==> run_1/port_nets.png <==
Bar = 20 um.
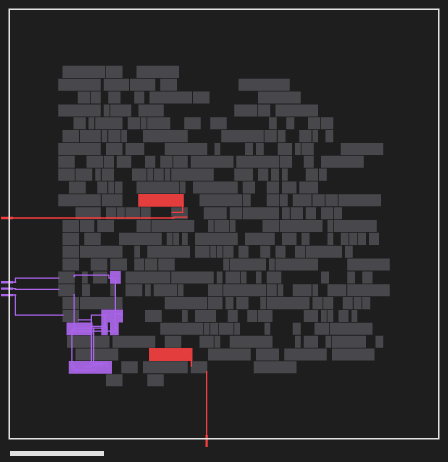
==> run_1/zoom.png <==
Bar = 10 um. Region (10, 10) to (35, 35) um. Cells in gray, sequential cells in the stronger gray; small squares are vias.
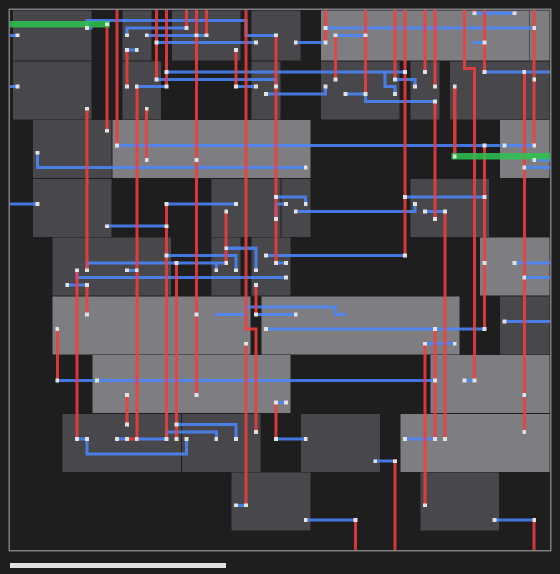
==> run_1/final_congestion.png <==
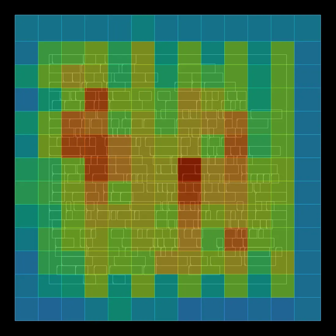
===== src/rtl/traffic_pkg.sv =====
`default_nettype none
// ============================================================================
// Module      : traffic_pkg
// Description : Shared definitions for the traffic lamp monitor: head state
//               codes, lamp bit indices, fault cause codes, FSM encodings,
//               the 12-bit input bus record and lamp decode helpers.
// Revision    : 1.0 - initial release
// ============================================================================
package traffic_pkg;

    // Head state codes on the controller bus
    localparam logic [2:0] RED           = 3'd0;
    localparam logic [2:0] GREEN         = 3'd1;
    localparam logic [2:0] YELLOW        = 3'd2;
    localparam logic [2:0] LEFT          = 3'd3;
    localparam logic [2:0] GREEN_TWINKLE = 3'd4;

    // Car lamp bit positions: {left_arrow, green, yellow, red}
    localparam int LAMP_RED  = 0;
    localparam int LAMP_YEL  = 1;
    localparam int LAMP_GRN  = 2;
    localparam int LAMP_LEFT = 3;

    // Walker lamp bit positions: {green, red}
    localparam int WALK_RED = 0;
    localparam int WALK_GRN = 1;

    // Fault cause codes; a lower code has priority when several hold
    localparam logic [2:0] FLT_NONE     = 3'd0;
    localparam logic [2:0] FLT_CAR_INV  = 3'd1;
    localparam logic [2:0] FLT_WALK_INV = 3'd2;
    localparam logic [2:0] FLT_CAR_BOTH = 3'd3;
    localparam logic [2:0] FLT_CONFLICT = 3'd4;
    localparam logic [2:0] FLT_WDOG     = 3'd5;

    // Monitor FSM encodings
    localparam logic [1:0] ST_RUN   = 2'd0;
    localparam logic [1:0] ST_FILT  = 2'd1;
    localparam logic [1:0] ST_FAULT = 2'd2;

    // Snapshot of the four head codes; compared as a whole by the watchdog
    typedef struct packed {
        logic [2:0] h_car;
        logic [2:0] v_car;
        logic [2:0] h_walk;
        logic [2:0] v_walk;
    } traffic_bus_t;

    // Car head code to lamp pattern; unknown codes fall back to red
    function automatic logic [3:0] car_decode(input logic [2:0] code);
        logic [3:0] lamp;
        lamp = '0;
        case (code)
            RED:     lamp[LAMP_RED] = 1'b1;
            GREEN:   lamp[LAMP_GRN] = 1'b1;
            YELLOW:  lamp[LAMP_YEL] = 1'b1;
            LEFT: begin
                lamp[LAMP_LEFT] = 1'b1;
                lamp[LAMP_RED]  = 1'b1;
            end
            default: lamp[LAMP_RED] = 1'b1;
        endcase
        return lamp;
    endfunction

    // Walker head code to lamp pattern; twinkle gates green with the blink phase
    function automatic logic [1:0] walker_decode(input logic [2:0] code, input logic phase);
        logic [1:0] lamp;
        lamp = '0;
        case (code)
            RED:           lamp[WALK_RED] = 1'b1;
            GREEN:         lamp[WALK_GRN] = 1'b1;
            GREEN_TWINKLE: lamp[WALK_GRN] = phase;
            default:       lamp[WALK_RED] = 1'b1;
        endcase
        return lamp;
    endfunction

    // Walker heads only ever carry red, green or twinkle
    function automatic logic walker_code_ok(input logic [2:0] code);
        return (code == RED) || (code == GREEN) || (code == GREEN_TWINKLE);
    endfunction

endpackage
`default_nettype wire


===== src/rtl/traffic_lamp_monitor_if.sv =====
`default_nettype none
// ============================================================================
// Module      : traffic_lamp_monitor_if
// Description : Signal-state bus from the traffic controller plus the lamp
//               drive and fault status returned by the monitor.
//               master = controller/test side, slave = lamp monitor.
// Revision    : 1.0 - initial release
// ============================================================================
interface traffic_lamp_monitor_if;
    logic [2:0] i_h_car_traffic;
    logic [2:0] i_v_car_traffic;
    logic [2:0] i_h_walker_traffic;
    logic [2:0] i_v_walker_traffic;
    logic       i_fault_clr;
    logic [3:0] o_h_car_lamp;
    logic [3:0] o_v_car_lamp;
    logic [1:0] o_h_walker_lamp;
    logic [1:0] o_v_walker_lamp;
    logic       o_fault;
    logic [2:0] o_fault_code;

    modport master (
        output i_h_car_traffic, i_v_car_traffic, i_h_walker_traffic, i_v_walker_traffic,
        output i_fault_clr,
        input  o_h_car_lamp, o_v_car_lamp, o_h_walker_lamp, o_v_walker_lamp,
        input  o_fault, o_fault_code
    );

    modport slave (
        input  i_h_car_traffic, i_v_car_traffic, i_h_walker_traffic, i_v_walker_traffic,
        input  i_fault_clr,
        output o_h_car_lamp, o_v_car_lamp, o_h_walker_lamp, o_v_walker_lamp,
        output o_fault, o_fault_code
    );
endinterface
`default_nettype wire


===== src/rtl/traffic_blink_gen.sv =====
`default_nettype none
// ============================================================================
// Module      : traffic_blink_gen
// Description : Blink phase generator shared by walker twinkle and fault
//               flash. A counter runs 0..BLINK_HALF-1 and the phase toggles
//               on each wrap; restart forces a fresh lit half-period.
//               lamp_phase is the phase the lamps show after the next edge,
//               so registered lamps line up exactly with the phase register.
// Revision    : 1.0 - initial release
// ============================================================================
module traffic_blink_gen #(
    parameter int BLINK_HALF = 25_000_000
) (
    input  wire logic clk,
    input  wire logic reset_n,
    input  wire logic restart,
    output logic      lamp_phase
);

    localparam int              CW       = (BLINK_HALF > 1) ? $clog2(BLINK_HALF) : 1;
    localparam logic [CW-1:0]   CNT_LAST = CW'(BLINK_HALF - 1);

    logic [CW-1:0] cnt;
    logic [CW-1:0] cnt_next;
    logic          phase;
    logic          phase_next;

    // Next counter/phase: restart wins, otherwise count and toggle on wrap
    always_comb begin
        cnt_next   = cnt + CW'(1);
        phase_next = phase;
        if (restart) begin
            cnt_next   = '0;
            phase_next = 1'b1;
        end else if (cnt == CNT_LAST) begin
            cnt_next   = '0;
            phase_next = ~phase;
        end
    end

    // Counter and phase registers; reset starts in the lit half
    always_ff @(posedge clk or negedge reset_n) begin
        if (!reset_n) begin
            cnt   <= '0;
            phase <= 1'b1;
        end else begin
            cnt   <= cnt_next;
            phase <= phase_next;
        end
    end

    assign lamp_phase = phase_next;

endmodule
`default_nettype wire


===== src/rtl/traffic_lamp_monitor.sv =====
`default_nettype none
// ============================================================================
// Module      : traffic_lamp_monitor
// Description : Consumer end of the controller's signal-state bus. Decodes
//               four head codes into lamp drives, generates twinkle blinking
//               and runs a conflict monitor that forces fail-safe flash on a
//               confirmed illegal state until cleared.
// Config      : TRAFFIC_WDOG_EN - when defined, adds the stuck-bus watchdog
//               (cause 5); when undefined WDOG_MAX is ignored.
// Revision    : 1.0 - initial release
// ============================================================================
module traffic_lamp_monitor
    import traffic_pkg::*;
#(
    parameter int BLINK_HALF = 25_000_000,
    parameter int FAULT_FILT = 2,
    parameter int WDOG_MAX   = 1024
) (
    input wire logic              clk,
    input wire logic              reset_n,
    traffic_lamp_monitor_if.slave bus
);

    localparam int            FCW       = (FAULT_FILT > 1) ? $clog2(FAULT_FILT) : 1;
    localparam logic [FCW-1:0] FILT_LAST = FCW'(FAULT_FILT - 1);

    traffic_bus_t   cur;
    traffic_bus_t   walk_q;
    logic [1:0]     state;
    logic [1:0]     state_nxt;
    logic [FCW-1:0] filt_cnt;
    logic [FCW-1:0] filt_nxt;
    logic [2:0]     code_q;
    logic [2:0]     code_nxt;
    logic [2:0]     cond_code;
    logic           cond_any;
    logic           wdog_hit;
    logic           wdog_clr;
    logic           car_inv;
    logic           walk_inv;
    logic           car_both;
    logic           conflict;
    logic           restart;
    logic           lamp_phase;

    assign cur.h_car  = bus.i_h_car_traffic;
    assign cur.v_car  = bus.i_v_car_traffic;
    assign cur.h_walk = bus.i_h_walker_traffic;
    assign cur.v_walk = bus.i_v_walker_traffic;

    // ---------------------------------------------------------------- blink
    // A walker head entering twinkle restarts the blink so it opens lit;
    // the fault flash keeps free-running, so no restart while in FAULT.
    assign restart = (state != ST_FAULT) &&
                     (((cur.h_walk == GREEN_TWINKLE) && (walk_q.h_walk != GREEN_TWINKLE)) ||
                      ((cur.v_walk == GREEN_TWINKLE) && (walk_q.v_walk != GREEN_TWINKLE)));

    traffic_blink_gen #(
        .BLINK_HALF (BLINK_HALF)
    ) u_blink (
        .clk        (clk),
        .reset_n    (reset_n),
        .restart    (restart),
        .lamp_phase (lamp_phase)
    );

    // Previous walker codes for twinkle-entry detection
    always_ff @(posedge clk or negedge reset_n) begin
        if (!reset_n) begin
            walk_q <= '0;
        end else begin
            walk_q <= cur;
        end
    end

    // ------------------------------------------------------------ conditions
    assign car_inv  = (cur.h_car > LEFT) || (cur.v_car > LEFT);
    assign walk_inv = !walker_code_ok(cur.h_walk) || !walker_code_ok(cur.v_walk);
    assign car_both = (cur.h_car != RED) && (cur.v_car != RED);
    assign conflict = ((cur.h_car != RED) && (cur.h_walk != RED)) ||
                      ((cur.v_car != RED) && (cur.v_walk != RED));

    // Lowest-numbered condition is reported when several hold
    always_comb begin
        cond_code = FLT_NONE;
        if (car_inv) begin
            cond_code = FLT_CAR_INV;
        end else if (walk_inv) begin
            cond_code = FLT_WALK_INV;
        end else if (car_both) begin
            cond_code = FLT_CAR_BOTH;
        end else if (conflict) begin
            cond_code = FLT_CONFLICT;
        end
    end

    assign cond_any = (cond_code != FLT_NONE);

    // -------------------------------------------------------------- watchdog
`ifdef TRAFFIC_WDOG_EN
    localparam int             WCW      = $clog2(WDOG_MAX + 1);
    localparam logic [WCW-1:0] WDOG_TOP = WCW'(WDOG_MAX);

    logic [WCW-1:0] wdog_cnt;
    traffic_bus_t   bus_q;

    // Count cycles of an unchanged bus, saturating; any change or a fault clear restarts it
    always_ff @(posedge clk or negedge reset_n) begin
        if (!reset_n) begin
            wdog_cnt <= '0;
            bus_q    <= '0;
        end else begin
            bus_q <= cur;
            if ((cur != bus_q) || wdog_clr) begin
                wdog_cnt <= '0;
            end else if (wdog_cnt != WDOG_TOP) begin
                wdog_cnt <= wdog_cnt + WCW'(1);
            end
        end
    end

    assign wdog_hit = (wdog_cnt == WDOG_TOP);
`else
    // Watchdog compiled out: never fires (WDOG_MAX is a non-negative count)
    assign wdog_hit = (WDOG_MAX < 0);
`endif

    // ------------------------------------------------------------------- FSM
    // Conditions 1-4 go through the filter; a watchdog trip skips it.
    always_comb begin
        state_nxt = state;
        filt_nxt  = filt_cnt;
        code_nxt  = code_q;
        wdog_clr  = 1'b0;
        case (state)
            ST_RUN: begin
                if (cond_any) begin
                    if (FAULT_FILT == 1) begin
                        state_nxt = ST_FAULT;
                        code_nxt  = cond_code;
                        filt_nxt  = '0;
                    end else begin
                        state_nxt = ST_FILT;
                        filt_nxt  = FCW'(1);
                    end
                end else if (wdog_hit) begin
                    state_nxt = ST_FAULT;
                    code_nxt  = FLT_WDOG;
                end
            end
            ST_FILT: begin
                if (cond_any) begin
                    if (filt_cnt == FILT_LAST) begin
                        state_nxt = ST_FAULT;
                        code_nxt  = cond_code;
                        filt_nxt  = '0;
                    end else begin
                        filt_nxt = filt_cnt + FCW'(1);
                    end
                end else begin
                    filt_nxt = '0;
                    if (wdog_hit) begin
                        state_nxt = ST_FAULT;
                        code_nxt  = FLT_WDOG;
                    end else begin
                        state_nxt = ST_RUN;
                    end
                end
            end
            ST_FAULT: begin
                if (bus.i_fault_clr && !cond_any) begin
                    state_nxt = ST_RUN;
                    code_nxt  = FLT_NONE;
                    wdog_clr  = 1'b1;
                end
            end
            default: begin
                state_nxt = ST_RUN;
                code_nxt  = FLT_NONE;
                filt_nxt  = '0;
            end
        endcase
    end

    // FSM state, filter count and latched cause
    always_ff @(posedge clk or negedge reset_n) begin
        if (!reset_n) begin
            state    <= ST_RUN;
            filt_cnt <= '0;
            code_q   <= FLT_NONE;
        end else begin
            state    <= state_nxt;
            filt_cnt <= filt_nxt;
            code_q   <= code_nxt;
        end
    end

    // ----------------------------------------------------------------- lamps
    // Lamp registers follow the next state so the flash override and o_fault
    // change on the same edge.
    always_ff @(posedge clk or negedge reset_n) begin
        if (!reset_n) begin
            bus.o_h_car_lamp    <= 4'b0001;
            bus.o_v_car_lamp    <= 4'b0001;
            bus.o_h_walker_lamp <= 2'b01;
            bus.o_v_walker_lamp <= 2'b01;
        end else if (state_nxt == ST_FAULT) begin
            bus.o_h_car_lamp    <= {3'b000, lamp_phase};
            bus.o_v_car_lamp    <= {3'b000, lamp_phase};
            bus.o_h_walker_lamp <= 2'b01;
            bus.o_v_walker_lamp <= 2'b01;
        end else begin
            bus.o_h_car_lamp    <= car_decode(cur.h_car);
            bus.o_v_car_lamp    <= car_decode(cur.v_car);
            bus.o_h_walker_lamp <= walker_decode(cur.h_walk, lamp_phase);
            bus.o_v_walker_lamp <= walker_decode(cur.v_walk, lamp_phase);
        end
    end

    assign bus.o_fault      = (state == ST_FAULT);
    assign bus.o_fault_code = code_q;

endmodule
`default_nettype wire


===== src/flat_wrapper.sv =====
// flat-port wrapper written by rule: the top's interface ports become plain ports
module traffic_lamp_monitor_flat import traffic_pkg::*;
#(
    parameter int BLINK_HALF = 25_000_000,
    parameter int FAULT_FILT = 2,
    parameter int WDOG_MAX   = 1024
)
  (clk, reset_n, bus_i_h_car_traffic, bus_i_v_car_traffic, bus_i_h_walker_traffic, bus_i_v_walker_traffic, bus_i_fault_clr, bus_o_h_car_lamp, bus_o_v_car_lamp, bus_o_h_walker_lamp, bus_o_v_walker_lamp, bus_o_fault, bus_o_fault_code);
  traffic_lamp_monitor_if bus_i ();
  input wire logic clk;
  input wire logic reset_n;
  input wire logic [$bits(bus_i.i_h_car_traffic)-1:0] bus_i_h_car_traffic;
  input wire logic [$bits(bus_i.i_v_car_traffic)-1:0] bus_i_v_car_traffic;
  input wire logic [$bits(bus_i.i_h_walker_traffic)-1:0] bus_i_h_walker_traffic;
  input wire logic [$bits(bus_i.i_v_walker_traffic)-1:0] bus_i_v_walker_traffic;
  input wire logic [$bits(bus_i.i_fault_clr)-1:0] bus_i_fault_clr;
  output wire logic [$bits(bus_i.o_h_car_lamp)-1:0] bus_o_h_car_lamp;
  output wire logic [$bits(bus_i.o_v_car_lamp)-1:0] bus_o_v_car_lamp;
  output wire logic [$bits(bus_i.o_h_walker_lamp)-1:0] bus_o_h_walker_lamp;
  output wire logic [$bits(bus_i.o_v_walker_lamp)-1:0] bus_o_v_walker_lamp;
  output wire logic [$bits(bus_i.o_fault)-1:0] bus_o_fault;
  output wire logic [$bits(bus_i.o_fault_code)-1:0] bus_o_fault_code;
  assign bus_i.i_h_car_traffic = bus_i_h_car_traffic;
  assign bus_i.i_v_car_traffic = bus_i_v_car_traffic;
  assign bus_i.i_h_walker_traffic = bus_i_h_walker_traffic;
  assign bus_i.i_v_walker_traffic = bus_i_v_walker_traffic;
  assign bus_i.i_fault_clr = bus_i_fault_clr;
  assign bus_o_h_car_lamp = bus_i.o_h_car_lamp;
  assign bus_o_v_car_lamp = bus_i.o_v_car_lamp;
  assign bus_o_h_walker_lamp = bus_i.o_h_walker_lamp;
  assign bus_o_v_walker_lamp = bus_i.o_v_walker_lamp;
  assign bus_o_fault = bus_i.o_fault;
  assign bus_o_fault_code = bus_i.o_fault_code;
  traffic_lamp_monitor #(.BLINK_HALF(BLINK_HALF), .FAULT_FILT(FAULT_FILT), .WDOG_MAX(WDOG_MAX)) u_core (.clk(clk), .reset_n(reset_n), .bus(bus_i));
endmodule

===== config.mk =====
export PLATFORM = sky130hd
export DESIGN_NAME = traffic_lamp_monitor_flat
export DESIGN_NICKNAME = d
export VERILOG_FILES = /design/src/rtl/traffic_pkg.sv /design/src/rtl/traffic_lamp_monitor_if.sv /design/src/rtl/traffic_blink_gen.sv /design/src/rtl/traffic_lamp_monitor.sv /design/src/flat_wrapper.sv
export SDC_FILE = /design/constraint.sdc
export NUM_CORES = 1
export LEC_CHECK = 0
export ABC_CLOCK_PERIOD_IN_PS = 5400
export CAP_MARGIN = 20
export CORE_MARGIN = 10
export CORE_UTILIZATION = 50
export CTS_BUF_LIST = sky130_fd_sc_hd__clkbuf_8
export CTS_CLUSTER_DIAMETER = 50
export CTS_CLUSTER_SIZE = 28
export DETAILED_ROUTE_END_ITERATION = 8
export GPL_TIMING_DRIVEN = 0
export HOLD_SLACK_MARGIN = 0.03
export PLACE_DENSITY = 0.8
export SLEW_MARGIN = 20
export SYNTH_ARGS = -nofsm -noshare
export SYNTH_HDL_FRONTEND = slang
export SYNTH_HIERARCHICAL = 1
export SYNTH_SLANG_ARGS = --single-unit

===== constraint.sdc =====
create_clock -name clk -period 5.4 [get_ports clk]
set_clock_uncertainty 0.05 [all_clocks]
set_input_delay 0.54 -clock clk [delete_from_list [all_inputs] [get_ports clk]]
set_output_delay 0.54 -clock clk [all_outputs]
set_load 0.01 [all_outputs]

==> ci_impl_report.md, run 1 <==
## Implementation flow summary

| Metric | Value |
|---|---|
| Fmax | 380.6 MHz |
| Pwr/cell area | 331.8 mW/mm^2 |
| Vias in the first global route | 1,923 |
| Yosys stat chip area | 0.002494 mm^2 |
| Die x size | 90.62 um |
| Worst R2R End | u_core/bus.o_h_walker_lamp[1] |
| Peak VDD IR | 0.2808 mV |
| Worst hold margin | 116.9 ps |
| Worst Tran Pin Value | 451.9 ps |
| Chip area | 0.008212 mm^2 |
| R2R depth | 9 |
| Max FO, Critical Path | 5 |
| FFs w/ async S/R, synth | 100.0% |
| Htree depth | 2 |
| Via density | 5.599 |
| FP Util | 52.10% |
| Root buf cell | clkbuf_8 |
| Period utilisation layout | 48.66% |
| Yosys stat cell total | 226 |
| Reg2reg start | u_core/u_blink/cnt[0] |
| CTS Buf Count | 5 |
| Post-synthesis sequential area ratio | 50.43% |
| DP Area | 0.002893 mm^2 |
| Outcome | complete, no violations |
| First-pass DRT Iterations | 4 |
| Final Hold Fails | 0 |
| Worst EP required | 5550 ps |
| Max Cap Viol | 0 |
| DRT Wirelength | 5008 um |
| Top FF cell, synth | dfrtp_1 |
| Worst Setup EP | u_core/bus.o_h_walker_lamp[1] |
| Synth Area in XOR/XNOR | 5.620% |
| Synthesized area | 0.002494 mm^2 |
| Post-CTS sizing | 0 |
| Mux share | 2.609% |
| Leakage power total | 1.223 nW |
| DRC Markers | 0 |
| Worst skew pair latency | 300 ps |
| Syn_area_per_cell | 11.03 um^2 |
| Max-slew headroom | 69.09% |
| Max layer used | met4 |
| Top non-seq family | simple AND/OR/NAND/NOR gates |
| Yosys aoi share | 10.84% |
| Design Power | 995.2 uW |
| Antenna Nets Post-Route | 0 |
| Rows | 25 |
| Yosys cell types | 48 |
| Met1 Wirelength | 2168 um |
| Net Count, Synth | 242 |
| Area grow syn2layout | 20.27% |
| Final GP Congestion | 0.8126 |
| Reg2Reg Setup Slack | 2860 ps |
| Most frequent cell on the critical path | inv_1 |
| Hold buffers post-CTS | 0 |
| Core ar. | 0.004786 mm^2 |
| Grt total ovfl | 0 |
| Metal3 WL | 328 um |
| Nets | 280 |
| Maximum clock path buffer count | 2 |
| Core Util, Final | 62.67% |
| CP startpoint kind | input port |
| GRT Util Overall | 12.68% |
| Min cycle time layout | 2628 ps |
| Clock edge transition at the registers on the reported setup and hold paths | 90 ps |
| Post-route design area | 0.002999 mm^2 |
| Initial antenna violation count | 0 |
| CP endpoint kind | register |
| Share of cells above drive strength 1 | 15.47% |
| Crit path DAT | 2780 ps |
| Slowest CP cell | clkdlybuf4s50_1 |
| Crit path from | bus_i_v_walker_traffic[2] |
| Setup_tns | 0 ps |
| RSZ-0062 raised after global routing | no |
| Height of the die | 90.62 um |
| Post-CTS Setup Bufs | 0 |
| First-pass GRT wire length | 8783 um |
| Hold WC Path Type | in2async |
| Largest net degree at the start of global routing | 33 |
| Yosys warns | 6 |
| ANT cells | 0 |
| Met2 wire length | 2422 um |
| Initial DRC Count | 82 |
| CTS sink count | 50 |
| AND/OR/NAND/NOR Cells, Area Fraction | 26.49% |
| Wire per inst | 15.08 um |
| Adder Share, Synth | 0.5018% |
| Number of flops mapped to enable cells by yosys | 0 |
| Count of tool warnings | 26 |
| Final setup vio count | 0 |
| Critical path class | in2reg |
| Synth Register Bits | 50 |
| CTS tree | yes |
| Slowest stage delay, CP | 560 ps |
| Cell Chain, Critical Path | clkdlybuf4s50_1, inv_1, a2111oi_0, nor2_1, nor2_1, inv_1, nand3_1, inv_1, or3_1, a211oi_1 |
| Vias | 1,859 |
| Synth Instances | 226 |
| Fin. max-slew vios | 0 |
| Dpl hpwl | 3763 um |
## Picture notes: port_nets.png
Red stands for bus_o_h_walker_lamp, bits 2, direction output, end cells 2, wire 57.0 um. Purple stands for bus_i_h_car_traffic, bits 3, direction input, end cells 8, wire 136 um.
I/O pin cnt: 31
IO buf count: 30

## Picture notes: zoom.png
Blue stands for met1. Green stands for met3. Red stands for met2.
Sequential cells in the window: 7. Netlist names of flops here include u_core/bus.o_h_car_lamp (4), u_core/bus.o_v_car_lamp (2). 31 logic cells have their middle in the window. Most frequent: clkdlybuf4s50_1 (8), dfrtp_1 (5), nand2_1 (3).

## Picture notes: final_congestion.png
Top Usage Layer GRT: met2
GR Util met2: 20.55%

## run 1: routing by layer
metal	GRT usage [%]	vias to the layer above
li1	-	910
met1	14.53	903
met2	20.55	37
met3	4.904	9
met4	5.438	0
met5	0	-
## run 1: cell usage after synthesis (all sizes together) (2+ instances only)
| master | count | area, um^2 |
|---|---|---|
| dfrtp | 45 | 1126 |
| nor2 | 21 | 78.83 |
| nand2 | 17 | 63.81 |
| a21oi | 11 | 55.05 |
| o31ai | 11 | 101.3 |
| nand3 | 9 | 62.56 |
| or4 | 9 | 67.56 |
| xnor2 | 9 | 78.83 |
| inv | 8 | 30.03 |
| nand4 | 8 | 80.08 |
| nor3 | 8 | 55.05 |
| or3 | 8 | 50.05 |
| xor2 | 7 | 61.31 |
| buf | 5 | 50.04 |
| dfstp | 5 | 131.4 |
| and4 | 4 | 40.04 |
| nor4b | 4 | 53.80 |
| o21ai | 4 | 20.02 |
| a211oi | 3 | 27.52 |
| and2 | 3 | 18.77 |
| mux2 | 3 | 45.04 |
| nor3b | 3 | 22.52 |
| nor4 | 3 | 18.77 |
| a2111oi | 2 | 17.52 |
| mux2i | 2 | 20.02 |
| nor2b | 2 | 12.51 |
| o211ai | 2 | 20.02 |
## run 1: report_power, final
part | switching, mW | internal (mW) | leakage, nW
clock | 0.120 | 0.135 | 0.0607
combinational | 0.129 | 0.140 | 0.511
sequential | 0.0400 | 0.431 | 0.650
total | 0.289 | 0.706 | 1.22
## run 1: cell families (layout without fill, tap and decap cells)
group,Yosys count,count (layout)
AND/OR/NAND/NOR,104,104
flip-flops,50,50
AND-OR/OR-AND,36,36
XOR/XNOR,16,16
buffers and inverters,14,53
multiplexers,5,5
adder cells (fa/ha/maj),1,1
## run 1: sequential cells by signal (all words and copies together), names as in the netlist
name / count
u_core/u_blink/phase: 1
u_core/filt_cnt: 1
u_core/state: 2
u_core/bus.o_v_walker_lamp: 2
u_core/bus.o_v_car_lamp: 4
u_core/u_blink/cnt: 25
u_core/walk_q: 6
u_core/bus.o_h_car_lamp: 4
u_core/bus.o_h_walker_lamp: 2
u_core/bus.o_fault_code: 3
## run 1: worst max-delay path, delay by kind of cell
| kind | cells | cell delay (ps) |
|---|---|---|
| compound gates | 2 | 730 |
| buf+inv | 4 | 850 |
| simple gates | 4 | 660 |
## run 1: cells in the final DEF, fill, tap and decap left out, types with 7 or more instances in the layout
cell type,n
inv_1,10
nand3_1,7
nand2_1,17
xor2_1,7
or3_1,8
o31ai_1,9
or4_1,9
nor2_1,21
clkdlybuf4s50_1,29
a21oi_1,11
xnor2_1,9
dfrtp_1,45
## run 1: area by class of cell
class	count	area, um^2
repair buffers	31	315.3
inverters	8	30.03
well taps	67	83.83
clock inverters	3	37.54
fillers	394	1787
plain buffers	6	57.56
flip-flops and latches	50	1257
multi-input cells	162	1149
clock buffers	5	68.82
## run 1: through the flow
stage | worst slack (ps) | instances
after global placement | 2324 | 323
after floorplan | 3084 | 226
after detailed placement | 2408 | 324
after global routing | 2446 | 332
after CTS | 2734 | 332
final | 2772 | 332
==> run_1/gate_families.png <==
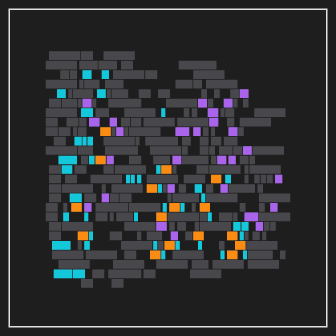

==> inputs of run 2 (changes only) <==
--- a/config.mk
+++ b/config.mk
@@ -5,7 +5,7 @@
 export SDC_FILE = /design/constraint.sdc
 export NUM_CORES = 1
 export LEC_CHECK = 0
-export ABC_CLOCK_PERIOD_IN_PS = 5400
+export ABC_CLOCK_PERIOD_IN_PS = 2210
 export CAP_MARGIN = 20
 export CORE_MARGIN = 10
 export CORE_UTILIZATION = 50
@@ -15,7 +15,7 @@
 export DETAILED_ROUTE_END_ITERATION = 8
 export GPL_TIMING_DRIVEN = 0
 export HOLD_SLACK_MARGIN = 0.03
-export PLACE_DENSITY = 0.8
+export PLACE_DENSITY = 0.83
 export SLEW_MARGIN = 20
 export SYNTH_ARGS = -nofsm -noshare
 export SYNTH_HDL_FRONTEND = slang
==> constraint.sdc (replaced) <==
create_clock -name clk -period 2.21 [get_ports clk]
set_clock_uncertainty 0.05 [all_clocks]
set_input_delay 0.221 -clock clk [delete_from_list [all_inputs] [get_ports clk]]
set_output_delay 0.221 -clock clk [all_outputs]
set_load 0.01 [all_outputs]
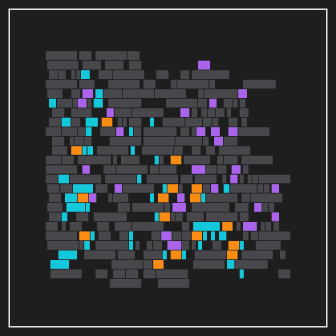
(run_2/gate_families.png)
Purple stands for AND and OR gates, cells 27. Cyan stands for NOR gates, cells 41. Orange stands for XOR/XNOR gates, cells 16.

==> run 2 against run 1 <==
Net effect: the run now ends with setup timing left; clock-buffer cell count up 1; via count up 5.4%; flip-flop count unchanged; wire length up 8.8%; largest cell class unchanged.
==> ci_impl_report.md, run 2 <==
## Implementation flow summary

| Metric | Value |
|---|---|
| Critical path class | reg2reg |
| First-pass DRT Iterations | 4 (unchanged) |
| ANT cells | 0 (unchanged) |
| Max FFs per register | 25 (unchanged) |
| Design Power | 2.662 mW (+170%) |
| Wire per inst | 15.71 um (+4.1%) |
| Net Sw Frac | 27.86% (-1.2 points) |
| Synth Instances | 226 (unchanged) |
| Pwr/cell area | 822.6 mW/mm^2 (+150%) |
| Final GP Congestion | 0.8145 (+0.23%) |
| Vias in the first global route | 1,953 (+1.6%) |
| Failing checks | setup timing |
| Net Count, Synth | 242 (unchanged) |
| Nets | 295 (+5.4%) |
| Combinational share of power | 27.5% (+0.4 points) |
| Final Non-Filler Cells | 347 (+4.5%) |
| Hold path depth | 1 |
| Fillers | 375 (-4.8%) |
| Yosys top cell by area | dfrtp_1 |
| Leakage power total | 1.354 nW (+11%) |
| Most numerous logic cells after layout | 42 x dfrtp_1, 24 x clkdlybuf4s50_1, 21 x nor2_1, 17 x nand2_1, 16 x buf_4 |
| Yosys warns | 6 (unchanged) |
| Yosys stat chip area | 0.002494 mm^2 (unchanged) |
| Fin. max-slew vios | 0 (unchanged) |
| Worst R2R End | u_core/bus.o_v_walker_lamp[1] |
| Count of tool warnings | 28 (+7.7%) |
| Die x size | 90.62 um (unchanged) |
| Yosys cell types | 48 (unchanged) |
| CTS sink count | 50 (unchanged) |
| Commonest Layout Cell | dfrtp_1 |
| Most frequent cell after synthesis | dfrtp_1 |
| Worst Tran Pin Value | 526.9 ps (+74.94 ps) |
| Rows | 25 (unchanged) |
| FP Util | 52.10% (unchanged) |
| Synth Register Bits | 50 (unchanged) |
| Sequential power share | 43.2% (-4.1 points) |
| Top Registers | u_core/u_blink/cnt x25, u_core/walk_q x6 |
| Commonest cells in the netlist | 45 x dfrtp_1, 21 x nor2_1, 17 x nand2_1, 11 x a21oi_1 |
| IO buf count | 30 (unchanged) |
| CP startpoint kind | register |
| Min cycle time layout | 2225 ps |
| Clock share of power | 29.3% (+3.7 points) |
| Yosys stat cell total | 226 (unchanged) |
| Area grow syn2layout | 29.75% |
| Switching power total | 741.4 uW (+160%) |
| Worst hold margin | 110.4 ps (-6.533 ps) |
| Outcome | finished with violations |
| DRT Wirelength | 5451 um (+8.8%) |
| Peak VDD IR | 0.7117 mV (+150%) |
| Share of cells above drive strength 1 | 25.00% (+9.5 points) |
| Hold path endpoint | u_core/walk_q[2] |
| Top FF cell, synth | dfrtp_1 |
| CP endpoint kind | register |
| Dpl hpwl | 3769 um (+0.16%) |
| Final setup vio count | 1 (+1) |
| Number of flops mapped to enable cells by yosys | 0 (unchanged) |
| Synth area leaders | dfrtp_1 45%, dfstp_2 5.3%, nor2_1 3.2% |
| DP Area | 0.002907 mm^2 (+0.48%) |
| Max FO, Critical Path | 3 (-2) |
| Worst skew pair latency | 300 ps (about the same) |
| RSZ-0062 raised after global routing | yes |
| Post-route design area | 0.003236 mm^2 (+7.9%) |
| Max Cap Viol | 0 (unchanged) |
| R2R depth | 8 (-1) |
| Grt total ovfl | 0 (unchanged) |
| Hold WC Path Type | in2reg |
| I/O pin cnt | 31 (unchanged) |
| Hold path startpoint | bus_i_v_walker_traffic[2] |
| Maximum clock path buffer count | 2 (unchanged) |
| FFs w/ async S/R, synth | 100.0% (unchanged) |
| Initial DRC Count | 77 (-6.1%) |
| Chip area | 0.008212 mm^2 (unchanged) |
| Period utilisation layout | 100.7% |
| Height of the die | 90.62 um (unchanged) |
| Antenna Nets Post-Route | 0 (unchanged) |
| Max-slew headroom | 64.88% (-4.2 points) |
| CTS tree | yes |
| Cell Int Power | 1.920 mW (+170%) |
| Root buf cell | clkbuf_8 |
| Clock edge transition at the registers on the reported setup and hold paths | 90 ps (about the same) |
| Largest net degree at the start of global routing | 29 (-12%) |
| Placed cells | 324 (unchanged) |
| Gate Area | 0.001212 mm^2 (+5.6%) |
| Core ar. | 0.004786 mm^2 (unchanged) |
| Worst EP required | 2370 ps (-3180 ps) |
| CTS Buf Count | 5 (unchanged) |
| Post-synthesis sequential area ratio | 50.43% (unchanged) |
| Reg2Reg Setup Slack | -10 ps (-2870 ps) |
| GRT Util Overall | 13.50% (+0.81 points) |
| Via density | 5.648 (+0.88%) |
| Area share, top type | 45.16% (unchanged) |
| Htree depth | 2 (unchanged) |
| Syn_area_per_cell | 11.03 um^2 (unchanged) |
| Crit path DAT | 2390 ps (-390 ps) |
| DRC Markers | 0 (unchanged) |
| Vias | 1,960 (+5.4%) |
| First-pass GRT wire length | 9328 um (+6.2%) |
| Synthesized area | 0.002494 mm^2 (unchanged) |
| Initial antenna violation count | 0 (unchanged) |
| Most flops, register | u_core/u_blink/cnt |
| Setup ws final | -14.93 ps (-2787 ps) |
| Final Hold Fails | 0 (unchanged) |
| Fmax | 449.5 MHz |
| Reg2reg start | u_core/u_blink/cnt[1] |
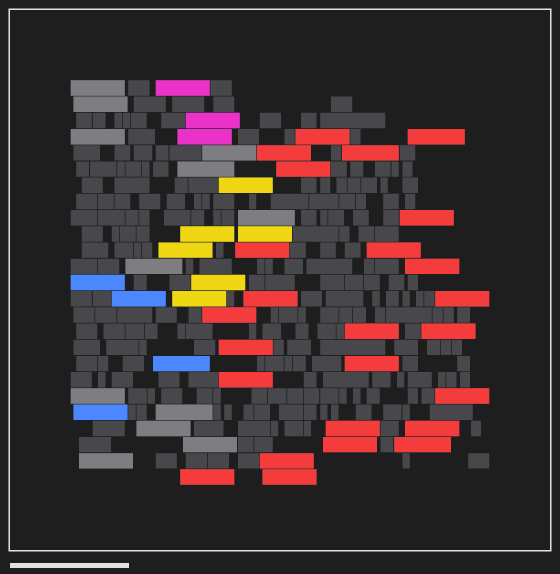
(run_2/registers.png)
Bar = 20 um.
Red stands for u_core/u_blink/cnt, sequential cells 25. Yellow stands for u_core/walk_q, sequential cells 6. Blue stands for u_core/bus.o_v_car_lamp, sequential cells 4, where middle left. Magenta stands for u_core/bus.o_fault_code, sequential cells 3.
Core Util, Final: 67.61%
P_seq: 1.15 mW
FF/Latch Area: 0.001261 mm^2
Seq area share: 38.98%

[run 2: cells by family (layout without fill, tap and decap cells)]
group                    Yosys count  count (layout)  share of synthesized area (%)
AND-OR/OR-AND                     36              36                          10.84
buffers and inverters             14              68                          3.512
flip-flops                        50              50                          50.43
multiplexers                       5               5                          2.609
adder cells (fa/ha/maj)            1               1                         0.5017
AND/OR/NAND/NOR                  104             104                          26.49
XOR/XNOR                          16              16                          5.620
[run 2: per-stage QoR]
step | setup slack (ps) | TNS (ps) | utilization, %
after floorplan | -40.23 | -80.46 | -
after global placement | -554.5 | -28080 | 60.42
after detailed placement | -407.0 | -3387 | 60.73
after CTS | 0.3595 | 0 | 65.65
after global routing | -91.53 | -166.9 | 67.61
final | -14.93 | -14.93 | 67.61
[run 2: area by class of cell]
cell class	instances	area share (%)
clock inverters	2	1.856
multi-input cells	162	37.47
inverters	8	1.005
flip-flops and latches	50	38.98
plain buffers	5	1.624
clock buffers	6	2.552
well taps	67	2.591
repair buffers	47	13.92
[run 2: power groups by stage]
| stage | registers (mW) | clock network, mW | logic (mW) |
|---|---|---|---|
| after floorplan | 1.18 | 0 | 0.386 |
| after global placement | 1.17 | 0 | 0.660 |
| after detailed placement | 1.17 | 0 | 0.680 |
| after CTS | 1.15 | 0.798 | 0.726 |
| after global routing | 1.17 | 0.833 | 0.810 |
| final | 1.15 | 0.780 | 0.731 |
[run 2: worst max path at each step]
stage	start	to	slack [ps]
floorplan	u_core/u_blink/cnt[0]	u_core/bus.o_h_walker_lamp[1]	-40
global placement	reset_n	u_core/filt_cnt	-550
detailed placement	bus_i_v_walker_traffic[2]	u_core/bus.o_v_walker_lamp[1]	-410
CTS	u_core/u_blink/cnt[1]	u_core/bus.o_v_walker_lamp[1]	0.4
global route	u_core/u_blink/cnt[1]	u_core/bus.o_v_walker_lamp[1]	-90
finish	u_core/u_blink/cnt[1]	u_core/bus.o_v_walker_lamp[1]	-10
[run 2: repair_timing]
item / in CTS / in global routing
setup endpoints to repair: 2 / 12
hold endpoints to repair: 20 / 0
hold buffers: 1 / 0
setup buffers: 7 / 8
gates resized: 10 / 14
pin swaps: 4 / 5
[run 2: worst max-delay path, cell delays in order (launching register included)]
cell      delay (ps)
dfrtp_1          370
ha_2             180
and3_4           210
nand4_4           80
or4_4            550
nand3_4          100
inv_4             40
or3_1            370
a211oi_2         200
[run 2: layer usage]
layer	part of all wire, %	routed length (um)	track usage [%]	vias to the layer above
li1	-	-	-	935
met1	42	2284	15.93	961
met2	50	2729	22.36	59
met3	7.2	391	5.569	5
met4	0.83	45	2.918	0
met5	0	0	0	-
==> run_2/zoom.png <==
Bar = 10 um. Region (10, 10) to (35, 35) um. Cells in gray, sequential cells in the stronger gray; small squares are vias.
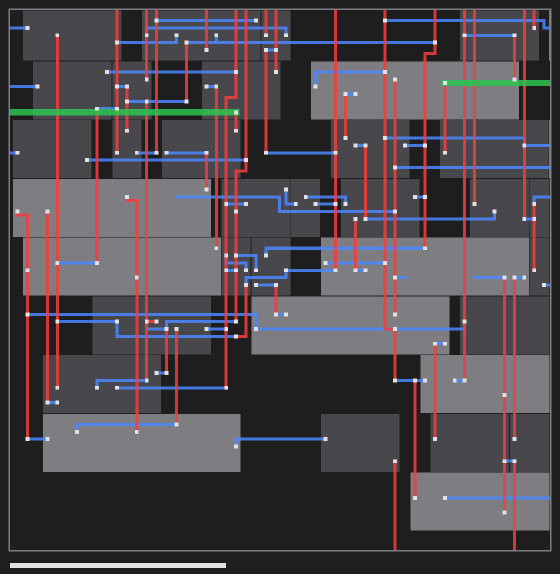

==> inputs of run 3 (changes only) <==
--- a/config.mk
+++ b/config.mk
@@ -15,6 +15,7 @@
 export DETAILED_ROUTE_END_ITERATION = 8
 export GPL_TIMING_DRIVEN = 0
 export HOLD_SLACK_MARGIN = 0.03
+export MAX_ROUTING_LAYER = met4
 export PLACE_DENSITY = 0.83
 export SLEW_MARGIN = 20
 export SYNTH_ARGS = -nofsm -noshare
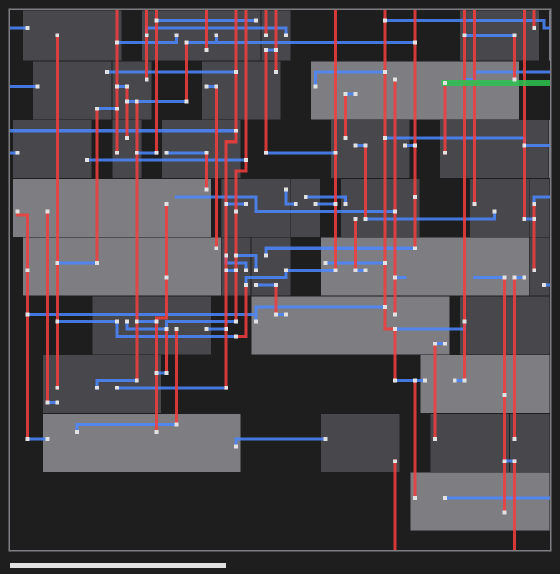
(run_3/zoom.png)
Bar = 10 um. Region (10, 10) to (35, 35) um. Cells in gray, sequential cells in the stronger gray; small squares are vias.
Blue stands for met1. Green stands for met3. Red stands for met2.
Sequential cells in the window: 8. Netlist names of flops here include u_core/bus.o_h_car_lamp (4), u_core/bus.o_v_car_lamp (2). 34 logic cells have their middle in the window. Most frequent: clkdlybuf4s50_1 (8), dfrtp_1 (6), nor2_1 (4).

==> run 3 against run 2 <==
Net effect: the run still ends with setup timing left; clock power barely moved; hold slack gained 1.7 ps; core utilization unchanged; critical path depth did not move; flip-flop count unchanged; worst setup slack better by 1.9 ps; final cell count unchanged; first-iteration DRC count down 9.1%; non-clock buffer count unchanged; critical path type unchanged; largest power group unchanged; highest routed layer unchanged.
==> ci_impl_report.md, run 3 <==
## Implementation flow summary

| Metric | Value |
|---|---|
| Commonest Layout Cell | dfrtp_1 |
| Buf/Inv on CP | 1 (unchanged) |
| Most flops, register | u_core/u_blink/cnt |
| Peak VDD IR | 0.7063 mV (-0.76%) |
| Antenna Nets Post-Route | 0 (unchanged) |
| Dpl hpwl | 3769 um (unchanged) |
| Synth Register Bits | 50 (unchanged) |
| Crit path from | u_core/u_blink/cnt[1] |
| First-pass DRT Iterations | 4 (unchanged) |
| Hold path depth | 1 (unchanged) |
| Count of tool warnings | 28 (unchanged) |
| Max FO, Critical Path | 3 (unchanged) |
| Yosys warns | 6 (unchanged) |
| Worst skew pair latency | 300 ps (about the same) |
| Chip area | 0.008212 mm^2 (unchanged) |
| Area share, top type | 45.16% (unchanged) |
| Gate Area | 0.001212 mm^2 (unchanged) |
| ANT cells | 0 (unchanged) |
| CTS tree | yes |
| Setup ws final | -13.06 ps (+1.867 ps) |
| Min cycle time layout | 2223 ps (-1.867 ps) |
| Top Registers | u_core/u_blink/cnt x25, u_core/walk_q x6 |
| Max-slew headroom | 64.96% (+0.082 points) |
| Placed cells | 324 (unchanged) |
| Vias | 1,951 (-0.46%) |
| Outcome | finished with violations |
| Wire per inst | 15.61 um (-0.61%) |
| Maximum clock path buffer count | 2 (unchanged) |
| Most numerous logic cells after layout | 42 x dfrtp_1, 24 x clkdlybuf4s50_1, 21 x nor2_1, 17 x nand2_1, 16 x buf_4 |
| Post-route design area | 0.003236 mm^2 (unchanged) |
| Vias in the first global route | 1,950 (-0.15%) |
| FFs w/ async S/R, synth | 100.0% (unchanged) |
| Worst Tran Pin Value | 525.6 ps (-1.234 ps) |
| Htree depth | 2 (unchanged) |
| First-pass GRT wire length | 9321 um (about the same) |
| Synthesized area | 0.002494 mm^2 (unchanged) |
| GRT Util Overall | 13.85% (+0.36 points) |
| Final Non-Filler Cells | 347 (unchanged) |
| I/O pin cnt | 31 (unchanged) |
| Initial antenna violation count | 0 (unchanged) |
| Failing checks | setup timing |
| Area grow syn2layout | 29.75% (unchanged) |
| DRT Wirelength | 5418 um (-0.61%) |
| Worst path top cell family by delay | simple AND/OR/NAND/NOR gates |
| RSZ-0062 raised after global routing | yes |
| Core Util, Final | 67.61% (unchanged) |
| Fin. max-slew vios | 0 (unchanged) |
| Height of the die | 90.62 um (unchanged) |
| Commonest cells in the netlist | 45 x dfrtp_1, 21 x nor2_1, 17 x nand2_1, 11 x a21oi_1 |
| DP Area | 0.002907 mm^2 (unchanged) |
| IO buf count | 30 (unchanged) |
| Crit path DAT | 2390 ps (about the same) |
| Final GP Congestion | 0.8265 (+1.5%) |
| Initial DRC Count | 70 (-9.1%) |
| Number of cells on the critical path | 8 (unchanged) |
| Slowest stage delay, CP | 540 ps (about the same) |
| Max Cap Viol | 0 (unchanged) |
| Synth area leaders | dfrtp_1 45%, dfstp_2 5.3%, nor2_1 3.2% |
| Die x size | 90.62 um (unchanged) |
| Syn_area_per_cell | 11.03 um^2 (unchanged) |
| Yosys stat cell total | 226 (unchanged) |
| Critical path class | reg2reg |
| Reg2Reg Setup Slack | -10 ps (about the same) |
| Hold path startpoint | bus_i_v_walker_traffic[2] |
| Top FF cell, synth | dfrtp_1 |
| Worst R2R End | u_core/bus.o_v_walker_lamp[1] |
| Largest net degree at the start of global routing | 29 (unchanged) |
| Rows | 25 (unchanged) |
| Period utilisation layout | 100.6% (about the same) |
| DRC Markers | 0 (unchanged) |
| Setup_tns | -13.06 ps (+1.867 ps) |
| Leakage power total | 1.354 nW (unchanged) |
| Root buf cell | clkbuf_8 |
| FP Util | 52.10% (unchanged) |
| Slowest CP cell | or4_4 |
| Yosys cell types | 48 (unchanged) |
| Fmax | 449.8 MHz (about the same) |
| Final Hold Fails | 0 (unchanged) |
| CP endpoint kind | register |
| Pwr/cell area | 821.6 mW/mm^2 (-0.12%) |
| Number of flops mapped to enable cells by yosys | 0 (unchanged) |
| FF/Latch Area | 0.001261 mm^2 (unchanged) |
| Hold WC Path Type | in2reg |
| Synth Instances | 226 (unchanged) |
| Share of cells above drive strength 1 | 25.00% (unchanged) |
| Hold path endpoint | u_core/walk_q[2] |
| Final setup vio count | 1 (unchanged) |
| Grt total ovfl | 0 (unchanged) |
| Cell Chain, Critical Path | ha_2, and3_4, nand4_4, or4_4, nand3_4, inv_4, or3_1, a211oi_2 |
| CTS Buf Count | 5 (unchanged) |
| Core ar. | 0.004786 mm^2 (unchanged) |
| Via density | 5.622 (-0.46%) |
| Fillers | 375 (unchanged) |
| Nets | 295 (unchanged) |
| Yosys stat chip area | 0.002494 mm^2 (unchanged) |
| R2R depth | 8 (unchanged) |
| Max FFs per register | 25 (unchanged) |
| CTS sink count | 50 (unchanged) |
| Most frequent cell after synthesis | dfrtp_1 |
| CP startpoint kind | register |
| Clock edge transition at the registers on the reported setup and hold paths | 90 ps (about the same) |
| Yosys top cell by area | dfrtp_1 |
| Post-synthesis sequential area ratio | 50.43% (unchanged) |
| Net Count, Synth | 242 (unchanged) |
| Reg2reg start | u_core/u_blink/cnt[1] |
| Worst EP required | 2370 ps (about the same) |
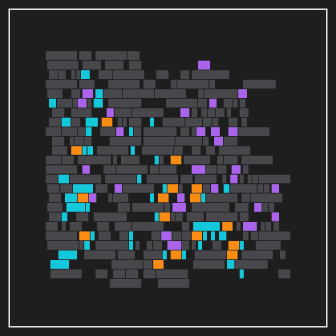
(run_3/gate_families.png)
Purple stands for AND and OR gates, cells 27. Orange stands for XOR/XNOR gates, cells 16. Cyan stands for NOR gates, cells 41.

run 3: cell counts after synthesis:
Identical to the previous run, type by type.
run 3: cell type report:
type / instances / area share, %
multi-input cells: 162 / 37.47
flip-flops and latches: 50 / 38.98
inverters: 8 / 1.005
repair buffers: 47 / 13.92
clock buffers: 6 / 2.552
plain buffers: 5 / 1.624
well taps: 67 / 2.591
clock inverters: 2 / 1.856
run 3: metal layers:
metal | global-route usage [%] | share of wire (%) | routed length (um) | up-vias
met3 | 4.738 | 5.4 | 293 | 7
met2 | 22.42 | 50 | 2716 | 52
met5 | - | 0 | 0 | -
li1 | - | - | - | 935
met1 | 16.33 | 43 | 2354 | 957
met4 | 2.918 | 0.98 | 53 | 0
run 3: worst reg2reg max path, delay by kind of cell (launching register included):
family                   cells  cell delay [ps]
AND-OR/OR-AND                1              200
adder cells (fa/ha/maj)      1              180
buffers and inverters        1               40
flip-flops                   1              370
AND/OR/NAND/NOR              5             1310
run 3: worst max path at each step:
stage / end / slack [ps]
3_5_place_dp: u_core/bus.o_v_walker_lamp[1] / -410
3_3_place_gp: u_core/filt_cnt / -550
2_1_floorplan: u_core/bus.o_h_walker_lamp[1] / -40
6_report: u_core/bus.o_v_walker_lamp[1] / -10
5_1_grt: u_core/bus.o_v_walker_lamp[1] / -90
4_1_cts: u_core/bus.o_v_walker_lamp[1] / 0.4
run 3: logic make-up (layout without fill, tap and decap cells):
kind of cell / Yosys count / in the layout / share of synthesized area [%]
flops: 50 / 50 / 50.43
mux: 5 / 5 / 2.609
simple gates: 104 / 104 / 26.49
compound gates: 36 / 36 / 10.84
fa+ha+maj: 1 / 1 / 0.5017
xor+xnor: 16 / 16 / 5.620
buf+inv: 14 / 68 / 3.512
run 3: repair_timing:
action | in CTS | in global routing
buffers inserted | 7 | 8
hold buffers | 1 | 0
gates resized | 10 | 14
hold endpoints to repair | 20 | 0
gates cloned | 0 | 0
pin swaps | 4 | 5
setup endpoints to repair | 2 | 12
run 3: power breakdown:
group / total [mW] / leakage (nW) / internal, mW / switching (mW)
Clock: 0.779 / 0.0714 / 0.483 / 0.296
Combinational: 0.729 / 0.637 / 0.385 / 0.344
Sequential: 1.15 / 0.645 / 1.05 / 0.0976
run 3: metrics by stage:
stage / setup slack (ps) / power (mW) / hold WS, ps
CTS: 0.3595 / 2.673 / 390.7
finish: -13.06 / 2.658 / 112.1
floorplan: -40.23 / 1.565 / -124.6
global placement: -554.5 / 1.825 / 416.9
global route: -91.53 / 2.814 / 108.5
detailed placement: -407.0 / 1.850 / 182.0
Power and IR drop assume default switching activity.
